<file path="config.mk">
export PLATFORM = sky130hd
export DESIGN_NAME = mcb_stream_writer
export DESIGN_NICKNAME = d
export VERILOG_FILES = /design/src/rtl/mcb_stream_writer.sv
export SDC_FILE = /design/constraint.sdc
export NUM_CORES = 1
export LEC_CHECK = 0
export CORE_MARGIN = 4
export CORE_UTILIZATION = 30
export CTS_BUF_LIST = sky130_fd_sc_hd__clkbuf_2 sky130_fd_sc_hd__clkbuf_4 sky130_fd_sc_hd__clkbuf_8
export DETAILED_ROUTE_END_ITERATION = 12
export PLACE_DENSITY = 0.62
export SLEW_MARGIN = 20
export SYNTH_ARGS = -nofsm -noshare
export SYNTH_HDL_FRONTEND = slang
export SYNTH_SLANG_ARGS = --single-unit
export TNS_END_PERCENT = 100
</file>
<file path="constraint.sdc">
create_clock -name clk -period 3.03 [get_ports clk]
set_input_delay 0.4545 -clock clk [delete_from_list [all_inputs] [get_ports clk]]
set_output_delay 0.4545 -clock clk [all_outputs]
set_load 0.01 [all_outputs]
</file>
<file path="src/rtl/mcb_stream_writer.sv">
// ----------------------------------------------------------------------------
// mcb_stream_writer
//
// Upstream feeder for MCB user port 0. Packs a 32-bit valid/ready word stream
// into bursts in the MCB write FIFO. It issues one WRITE command per burst and
// advances a byte address pointer that wraps inside [BASE_ADDR, BASE_ADDR+REGION_BYTES).
//
// Optional build macro: MCB_AUTO_PRECHARGE_EN
//   When defined, bursts are issued as WRITE with auto precharge (3'b010).
//   When undefined, bursts are issued as plain WRITE (3'b000).
//
// Ports
//   clk, rst           user clock; asynchronous active-low reset
//   calib_done         MCB calibration complete (sampled only while IDLE)
//   s_tdata/s_tvalid/s_tlast/s_tready
//                      input word stream; tlast flushes a partial burst
//   p0_cmd_*           MCB command port (en, instr, bl, byte_addr, full)
//   p0_wr_*            MCB write-data port (en, mask, data, full, empty,
//                      underrun, error)
//   busy               activity flag (low in IDLE and in an empty FILL)
//   err                sticky error flag; cleared only by reset
//   burst_cnt          number of commands issued, wraps at 2^32
// ----------------------------------------------------------------------------
module mcb_stream_writer #(
    parameter int          BURST_WORDS  = 32,
    parameter logic [29:0] BASE_ADDR    = 30'h0000_0000,
    parameter logic [29:0] REGION_BYTES = 30'h0010_0000
) (
    input  logic        clk,
    input  logic        rst,
    input  logic        calib_done,
    input  logic [31:0] s_tdata,
    input  logic        s_tvalid,
    input  logic        s_tlast,
    output logic        s_tready,
    output logic        p0_cmd_en,
    output logic [2:0]  p0_cmd_instr,
    output logic [5:0]  p0_cmd_bl,
    output logic [29:0] p0_cmd_byte_addr,
    input  logic        p0_cmd_full,
    output logic        p0_wr_en,
    output logic [3:0]  p0_wr_mask,
    output logic [31:0] p0_wr_data,
    input  logic        p0_wr_full,
    input  logic        p0_wr_empty,
    input  logic        p0_wr_underrun,
    input  logic        p0_wr_error,
    output logic        busy,
    output logic        err,
    output logic [31:0] burst_cnt
);

    localparam logic [6:0]  BURST_LEN  = 7'(BURST_WORDS);
    // Computed one bit wider so a region ending at the top of the address
    // space still compares correctly.
    localparam logic [30:0] REGION_END = {1'b0, BASE_ADDR} + {1'b0, REGION_BYTES};

`ifdef MCB_AUTO_PRECHARGE_EN
    localparam logic [2:0] WRITE_INSTR = 3'b010;
`else
    localparam logic [2:0] WRITE_INSTR = 3'b000;
`endif

    typedef enum logic [2:0] {
        S_IDLE,
        S_FILL,
        S_WAIT_CMD,
        S_ISSUE,
        S_DRAIN,
        S_ERROR
    } state_t;

    state_t      state_reg,     state_next;
    logic [6:0]  word_cnt_reg,  word_cnt_next;
    logic        wait_cnt_reg,  wait_cnt_next;
    logic [29:0] addr_ptr_reg,  addr_ptr_next;
    logic [31:0] burst_cnt_reg, burst_cnt_next;
    logic        err_reg,       err_next;
    logic        busy_reg,      busy_next;
    logic        cmd_en_reg,    cmd_en_next;
    logic [2:0]  cmd_instr_reg, cmd_instr_next;
    logic [5:0]  cmd_bl_reg,    cmd_bl_next;
    logic [29:0] cmd_addr_reg,  cmd_addr_next;
    logic        wr_en_reg,     wr_en_next;
    logic [31:0] wr_data_reg,   wr_data_next;

    logic        ready_int;
    logic        accept;
    logic        fault;
    logic [30:0] addr_sum;

    assign ready_int = (state_reg == S_FILL) && (word_cnt_reg < BURST_LEN) && !p0_wr_full;
    assign accept    = s_tvalid && ready_int;
    assign fault     = p0_wr_underrun || p0_wr_error;
    assign addr_sum  = {1'b0, addr_ptr_reg} + {22'd0, word_cnt_reg, 2'b00};

    always_ff @(posedge clk or negedge rst) begin
        if (!rst) begin
            state_reg     <= S_IDLE;
            word_cnt_reg  <= '0;
            wait_cnt_reg  <= 1'b0;
            addr_ptr_reg  <= BASE_ADDR;
            burst_cnt_reg <= '0;
            err_reg       <= 1'b0;
            busy_reg      <= 1'b0;
            cmd_en_reg    <= 1'b0;
            cmd_instr_reg <= '0;
            cmd_bl_reg    <= '0;
            cmd_addr_reg  <= '0;
            wr_en_reg     <= 1'b0;
            wr_data_reg   <= '0;
        end else begin
            state_reg     <= state_next;
            word_cnt_reg  <= word_cnt_next;
            wait_cnt_reg  <= wait_cnt_next;
            addr_ptr_reg  <= addr_ptr_next;
            burst_cnt_reg <= burst_cnt_next;
            err_reg       <= err_next;
            busy_reg      <= busy_next;
            cmd_en_reg    <= cmd_en_next;
            cmd_instr_reg <= cmd_instr_next;
            cmd_bl_reg    <= cmd_bl_next;
            cmd_addr_reg  <= cmd_addr_next;
            wr_en_reg     <= wr_en_next;
            wr_data_reg   <= wr_data_next;
        end
    end

    always_comb begin
        state_next     = state_reg;
        word_cnt_next  = word_cnt_reg;
        wait_cnt_next  = wait_cnt_reg;
        addr_ptr_next  = addr_ptr_reg;
        burst_cnt_next = burst_cnt_reg;
        err_next       = err_reg;
        cmd_en_next    = 1'b0;
        cmd_instr_next = cmd_instr_reg;
        cmd_bl_next    = cmd_bl_reg;
        cmd_addr_next  = cmd_addr_reg;
        wr_en_next     = 1'b0;
        wr_data_next   = wr_data_reg;

        case (state_reg)
            S_IDLE: begin
                if (calib_done) begin
                    state_next = S_FILL;
                end
            end
            S_FILL: begin
                if (accept) begin
                    wr_en_next    = 1'b1;
                    wr_data_next  = s_tdata;
                    word_cnt_next = word_cnt_reg + 7'd1;
                    // A tlast on the word that also fills the burst closes
                    // just this one burst.
                    if ((word_cnt_reg + 7'd1 == BURST_LEN) || s_tlast) begin
                        state_next    = S_WAIT_CMD;
                        wait_cnt_next = 1'b0;
                    end
                end
            end
            S_WAIT_CMD: begin
                // Two idle cycles so the final data push reaches the MCB
                // write FIFO before its command does.
                if (wait_cnt_reg) begin
                    state_next = S_ISSUE;
                end else begin
                    wait_cnt_next = 1'b1;
                end
            end
            S_ISSUE: begin
                if (!p0_cmd_full) begin
                    cmd_en_next    = 1'b1;
                    cmd_instr_next = WRITE_INSTR;
                    cmd_bl_next    = 6'(word_cnt_reg - 7'd1);
                    cmd_addr_next  = addr_ptr_reg;
                    // Any burst (full or partial) that reaches the region end
                    // sends the pointer back to the base.
                    if (addr_sum >= REGION_END) begin
                        addr_ptr_next = BASE_ADDR;
                    end else begin
                        addr_ptr_next = addr_sum[29:0];
                    end
                    burst_cnt_next = burst_cnt_reg + 32'd1;
                    word_cnt_next  = '0;
                    state_next     = S_DRAIN;
                end
            end
            S_DRAIN: begin
                if (p0_wr_empty) begin
                    state_next = S_FILL;
                end
            end
            S_ERROR: begin
            end
            default: begin
                state_next = S_ERROR;
            end
        endcase

        // A fault overrides the next state only; a command pulse already
        // decided this cycle still goes out.
        if ((state_reg != S_IDLE) && fault) begin
            err_next   = 1'b1;
            state_next = S_ERROR;
        end
    end

    assign busy_next = !((state_next == S_IDLE) ||
                         ((state_next == S_FILL) && (word_cnt_next == 7'd0)));

    assign s_tready         = ready_int;
    assign p0_cmd_en        = cmd_en_reg;
    assign p0_cmd_instr     = cmd_instr_reg;
    assign p0_cmd_bl        = cmd_bl_reg;
    assign p0_cmd_byte_addr = cmd_addr_reg;
    assign p0_wr_en         = wr_en_reg;
    assign p0_wr_mask       = 4'b0000;
    assign p0_wr_data       = wr_data_reg;
    assign busy             = busy_reg;
    assign err              = err_reg;
    assign burst_cnt        = burst_cnt_reg;

endmodule

</file>
Figure 1. Congestion heat map (run 1).
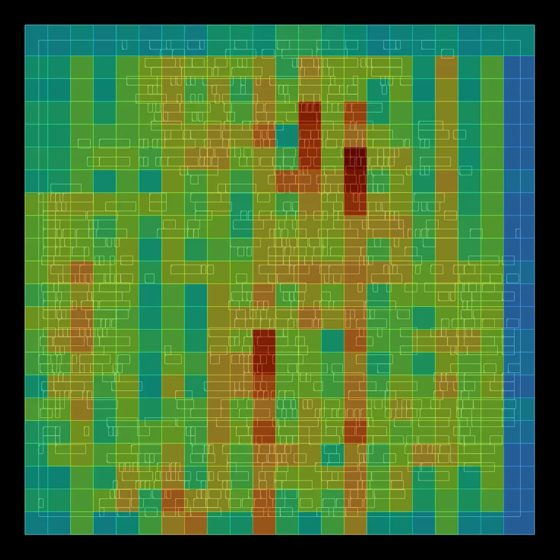
met1 usage: 0.1758
Total GRT Usage: 0.1349
routed length per instance: 13.89 µm
busiest grt layer: met2

Figure 2. Met4 routing (run 1).
Drawn at 2 px/µm. Cells faint in the background.
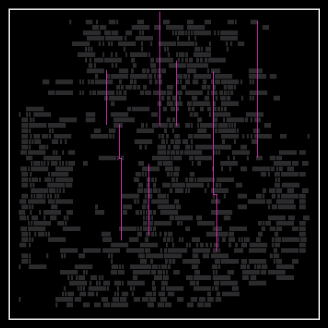
nets with wire on the layer: 5
share of all routed wire: 2.4%

Figure 3. Close-up of the layout (run 1).
Window x 106 to 126, y 29 to 49 µm. Cells in grey, sequential cells in the stronger grey; small squares are vias.
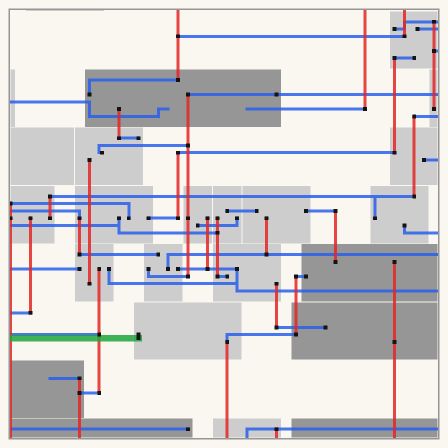
| layer | colour |
|---|---|
| metal 3 | green |
| metal 1 | blue |
| metal 2 | red |
most frequent: dfrtp_1 (3)
sequential cells in the window: 3
cells with their middle in the window: 16
netlist names of flops here include: burst_cnt (3)

==> results.yml, run 1 <==
# physical design summary
final_layout:
  logic_area_um2: 2686
  fill_cells: 2034
  drive_gt1_frac: 0.07464
  instances_no_fill: 1119
  layout.area.seq_um2: 3528
  num_antenna_cells: 0
  post-route-util: 0.4126
  syn2layout_area_growth_pct: 35.21
  final_area_um2: 8673
power_and_ir_drop:
  power_density_nw_per_um2: 459.7
  cellLeakagePower_nw: 4.053
timing:
  setup-violations-final: 0
  skew_ps: 13.82
  finalClockPeriodUsage: 0.9084
  min_period_ps: 2753
  fmax_mhz: 363.3
  drv_slew: 0
  max-slew-margin-rel: 0.6161
placement:
  dp.cells: 1086
  gp_congestion: 0.8389
  dpl.hpwl_mm: 11.13
die:
  die_h_um: 154.2
  initial_utilization: 0.3052
  chipArea_um2: 23790
  num_io_pins: 154
  fp.coreArea_um2: 21020
clocking:
  numCtsBuffers: 17
  cts_num_sinks: 141
  clockRootBuffer: "clkbuf_8"
  clkSlewWorstSetupHoldPaths_ps: 80
  insertion_delay_ps: 450
  cts_tree: "built"
  post-cts-setup-buffers: 0
  htree_levels: 4
setup_path:
  crit_arrival_ps: 3070
  worstReg2RegEnd: "addr_ptr_reg[4]"
  r2r_start: "word_cnt_reg[1]"
  timing.critical_path.cells: "inv_1 -> fa_1 -> nor2b_2 -> o31ai_1 -> a211oi_1 -> mux2i_1 -> nand4_1 -> buf_4 -> o41ai_1"
  max_stage_delay_ps: 460
  critPathBufInv: 2
  rrSetupSlack_ps: 280
  start_kind: "register"
  cpLargestDelayFamily: "AND-OR/OR-AND gates"
  path_class: "reg2reg"
  worstPathRequired_ps: 3340
grt:
  grt_max_degree: 61
  grt_use_met3: 0.04169
  antenna_found_initial: 0
  use_met2: 0.2090
  grt_pass1_vias: 5181
routing:
  ant_nets: 0
  drcViolationCount: 0
  drt-pass1-iter-count: 4
  vias: 5128
  drt_wl_total_mm: 15.54
worst_hold_path:
  hold_end: "burst_cnt[31]"
  whs_path_depth: 1
synthesis:
  synthesis.area_um2: 6415
  largest_area_cell: "dfrtp_1"
  syn_inst: 684
  synth_cell_types: 53
  yosysMostFrequentCell: "nand2_1"
  top_cells_by_count: "nand2_1, dfrtp_1, xnor2_1, o21ai_0"
  ys_seq_frac: 0.5500
  yosys.area.top_type_share: 0.5500
run:
  drv_cap: 0
  stage_log_warnings: 27
status:
  status: "completed"
==> run 1: layer usage <==
layer | wire length, µm | vias up
li1 | - | 2557
met1 | 7146 | 2412
met2 | 6996 | 135
met3 | 1029 | 24
met4 | 370 | 0
met5 | 0 | -
==> run 1: worst register-to-register path: cells and delay by family (launching register included) <==
kind                       cells  cell delay [ps]
adders and majority gates      1              460
DFF                            1              420
buffers and inverters          2              360
and+or+nand+nor                2              370
muxes                          1              250
AOI/OAI and AO/OA              3              790
==> run 1: area by class of cell <==
class,count,area share
Multi-Input combinational cell,495,0.3097
Clock inverter,12,0.02193
Clock buffer,20,0.03174
Timing Repair Buffer,163,0.1845
Sequential cell,141,0.4068
Inverter,13,0.005626
Tap cell,275,0.03967
==> run 1: worst max path at each step <==
stage	startpoint	slack, ps	depth (start not counted)	end
after floorplan	word_cnt_reg[0]	400	11	addr_ptr_reg[10]
after global placement	p0_wr_full	250	8	busy
after detailed placement	p0_wr_full	190	8	busy
after CTS	addr_ptr_reg[2]	200	10	addr_ptr_reg[4]
after global routing	addr_ptr_reg[2]	20	10	addr_ptr_reg[4]
final	word_cnt_reg[1]	280	9	addr_ptr_reg[4]
==> run 1: what timing repair did <==
action                                  4_1_cts  5_1_grt
hold buffers                                  1        0
endpoints found under the hold margin        35        0
resized                                       0        2
endpoints found under the setup margin        0        3
==> run 1: cells by family after synthesis <==
| logic type | count (synthesis) | synth area share |
|---|---|---|
| buf+inv | 56 | 0.03959 |
| fa+ha+maj | 11 | 0.02263 |
| other cells | 1 | 0.0005846 |
| simple gates | 348 | 0.2438 |
| xor+xnor | 40 | 0.05461 |
| compound gates | 82 | 0.08095 |
| flops | 141 | 0.5500 |
| mux | 5 | 0.007802 |
==> run 1: layout by cell type (no fill, tap or decap), drive strengths merged, types with 3 or more instances in the layout <==
cell	count
inv	13
or3	6
or2	3
nand2b	3
dfrtp	141
a31oi	5
and4	7
o31ai	9
clkdlybuf4s50	143
or4	4
clkbuf	20
xnor2	31
nor2	21
buf	19
conb	9
clkinv	5
nand3	25
nor3	7
o311ai	3
ha	10
xor2	9
bufinv	5
mux2i	5
a21oi	15
o21ai	30
and2	12
nor2b	3
nand4	14
a211oi	3
and3	11
nand2	227
==> run 1: power by group <==
group | leakage, nW | switching (mW) | internal, mW | total, mW
Sequential | 1.88 | 0.0243 | 1.92 | 1.95
Clock | 0.234 | 0.719 | 1.04 | 1.76
Combinational | 1.94 | 0.133 | 0.149 | 0.282
Total | 4.05 | 0.877 | 3.11 | 3.99
==> run 1: through the flow <==
| stage | worst slack, ps | total power [mW] |
|---|---|---|
| final | 277.5 | 3.987 |
| after global routing | 18.48 | 4.175 |
| after CTS | 195.2 | 4.061 |
| after detailed placement | 186.4 | 2.269 |
| after global placement | 251.3 | 2.270 |
| after floorplan | 398.1 | 2.079 |
==> inputs of run 2 (changes only) <==
--- a/config.mk
+++ b/config.mk
@@ -11,5 +11,4 @@
 export DETAILED_ROUTE_END_ITERATION = 12
 export PLACE_DENSITY = 0.62
-export SLEW_MARGIN = 20
 export SYNTH_ARGS = -nofsm -noshare
 export SYNTH_HDL_FRONTEND = slang
==> constraint.sdc (replaced) <==
create_clock -name clk -period 3.03 [get_ports clk]
set_input_delay 0.4545 -clock clk [delete_from_list [all_inputs] [get_ports clk]]
set_output_delay 0.4545 -clock clk [all_outputs]
set_load 0.02 [all_outputs]
Figure 4. Routed clock nets over the placement (run 2).
Drawn at 2 px/µm.
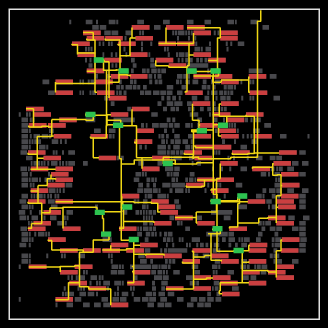
[clock drivers] green | count: 17
[flip-flops] red | count: 141
[clock wires] yellow | length: 1940 µm
flops lie: spread over the die

Figure 5. Congestion heat map (run 2).
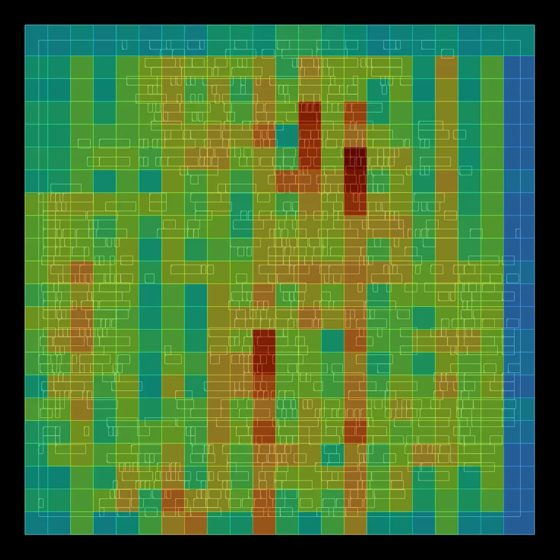
Post-Route Utilization: 0.4126
met3 Use GR: 0.04169
routing usage on met2: 0.2090

==> run 2 against run 1 <==
Final cell count is the same. Cell area is the same. Via count is the same. Clock-buffer cell count is the same. Clock skew is the same. Sequential share of layout area is the same. Flip-flop count is the same. Setup slack is the same. Area after synthesis is the same. Hold slack is the same.
==> results.yml, run 2 <==
# physical design summary
power_and_ir_drop:
  power.internal_mw: 3.110
  switching_share: 0.2265
  clockPowerShare: 0.437
  power_density_nw_per_um2: 463.6
  p_switching_mw: 0.9110
  seqPwrFrac: 0.484
  cellLeakagePower_nw: 4.053
setup_path:
  setup.worst_path.end: "addr_ptr_reg[4]"
  start_kind: "register"
  cp.depth: 9
  critPathLaunch: "word_cnt_reg[1]"
  path_class: "reg2reg"
  cpLargestDelayFamily: "AND-OR/OR-AND gates"
  timing.critical_path.cells: "inv_1 -> fa_1 -> nor2b_2 -> o31ai_1 -> a211oi_1 -> mux2i_1 -> nand4_1 -> buf_4 -> o41ai_1"
  critPathBufInv: 2
  worstPathRequired_ps: 3340
  max_stage_delay_ps: 460
  worstReg2RegEnd: "addr_ptr_reg[4]"
  r2r_start: "word_cnt_reg[1]"
synthesis:
  syn_inst: 684
  top_cells_by_count: "nand2_1, dfrtp_1, xnor2_1, o21ai_0"
  ys_seq_frac: 0.5500
  synth_cell_types: 53
  synthesis.area_um2: 6415
  yosysMostFrequentCell: "nand2_1"
  yosys.area.top_type_share: 0.5500
  largest_area_cell: "dfrtp_1"
clocking:
  htree_levels: 4
  post-cts-setup-buffers: 0
  cts_num_sinks: 141
  clkSlewWorstSetupHoldPaths_ps: 80
  cts_tree: "built"
  clockRootBuffer: "clkbuf_8"
  insertion_delay_ps: 450
timing:
  fmax_mhz: 363.3
  skew_ps: 13.82
  max-slew-margin-rel: 0.6161
  min_period_ps: 2753
  finalClockPeriodUsage: 0.9084
  fin_ws_ps: 277.5
grt:
  antenna_found_initial: 0
  grt_use_total: 0.1349
  grt_max_degree: 61
  grt_pass1_vias: 5181
placement:
  dp.cells: 1086
  gp_congestion: 0.8389
  dp_slack_ps: 186.4
  dpl.hpwl_mm: 11.13
die:
  initial_utilization: 0.3052
  num_io_pins: 154
  fp.coreArea_um2: 21020
  chipArea_um2: 23790
final_layout:
  final_area_um2: 8673
  num_antenna_cells: 0
  lay_top_cells: "nand2_1, clkdlybuf4s50_1, dfrtp_1"
  fill_cells: 2034
  mostFrequentLayoutCell: "nand2_1"
  layout.area.seq_um2: 3528
  logic_area_um2: 2686
  instances_no_fill: 1119
  drive_gt1_frac: 0.07464
  syn2layout_area_growth_pct: 35.21
status:
  status: "completed"
routing:
  ant_nets: 0
  routedWlPerCell_um: 13.89
  drt_wl_total_mm: 15.54
  drt-pass1-iter-count: 4
  drcViolationCount: 0
  vias: 5128
worst_hold_path:
  whs_path_depth: 1
run:
  drv_cap: 0
Figure 6. Wiring by layer (run 2).
Drawn at 2 px/µm.
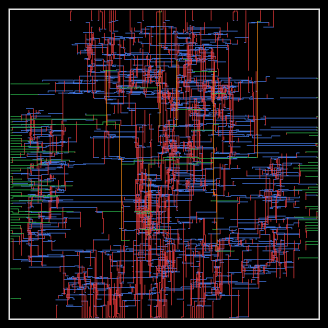
| layer | colour | wire length |
|---|---|---|
| metal 3 | green | 1030 µm |
| metal 4 | orange | 371 µm |
| metal 1 | blue | 7150 µm |
| metal 2 | red | 7000 µm |

run 2: cell counts after synthesis:
No cell type changed its count.
run 2: area by class of cell:
class                   instances  share of cell area
clock buffers                  20             0.03174
multi-input cells             495              0.3097
inverters                      13            0.005626
repair buffers                163              0.1845
well taps                     275             0.03967
flip-flops and latches        141              0.4068
clock inverters                12             0.02193
run 2: logic make-up after synthesis:
logic type,after synthesis,share of synthesized area
other cells,1,0.0005846
compound gates,82,0.08095
mux,5,0.007802
simple gates,348,0.2438
flops,141,0.5500
fa+ha+maj,11,0.02263
buf+inv,56,0.03959
xor+xnor,40,0.05461
run 2: power by group through the flow:
stage | clock (mW) | sequential [mW] | combinational (mW)
2_1_floorplan | 0 | 2.03 | 0.0806
3_3_place_gp | 0 | 1.98 | 0.321
3_5_place_dp | 0 | 1.98 | 0.321
4_1_cts | 1.82 | 1.95 | 0.323
5_1_grt | 1.91 | 1.95 | 0.348
6_report | 1.76 | 1.95 | 0.316
run 2: through the flow:
stage	hold slack [ps]	total power [mW]
6_report	470.3	4.021
5_1_grt	488.5	4.210
4_1_cts	474.6	4.095
3_5_place_dp	458.3	2.304
3_3_place_gp	454.2	2.304
2_1_floorplan	158.9	2.113
run 2: how the worst min path moves through the flow:
stage,slack [ps],endpoint,from
2_1_floorplan,160,addr_ptr_reg[10],rst
3_3_place_gp,450,err,err
3_5_place_dp,460,err,err
4_1_cts,470,burst_cnt[31],burst_cnt[31]
5_1_grt,490,burst_cnt[31],burst_cnt[31]
6_report,470,burst_cnt[31],burst_cnt[31]
run 2: what timing repair did:
action,in CTS,in global routing
resized,0,2
hold buffers,1,0
hold endpoints to repair,35,0
setup endpoints to repair,0,3
run 2: routing by layer:
metal  vias up  GRT usage  wire length, µm
met5         -          0                0
met4         0    0.05593              370
met3        24    0.04169             1029
met2       135     0.2090             6996
met1      2412     0.1758             7146
li1       2557          -                -
run 2: worst register-to-register path: stages (launching register included):
cell and delay, ps:
dfrtp_1 420, inv_1 120, fa_1 460, nor2b_2 160, o31ai_1 150, a211oi_1 290, mux2i_1 250, nand4_1 210
buf_4 240, o41ai_1 350
Power is estimated from default activity; no workload was simulated.
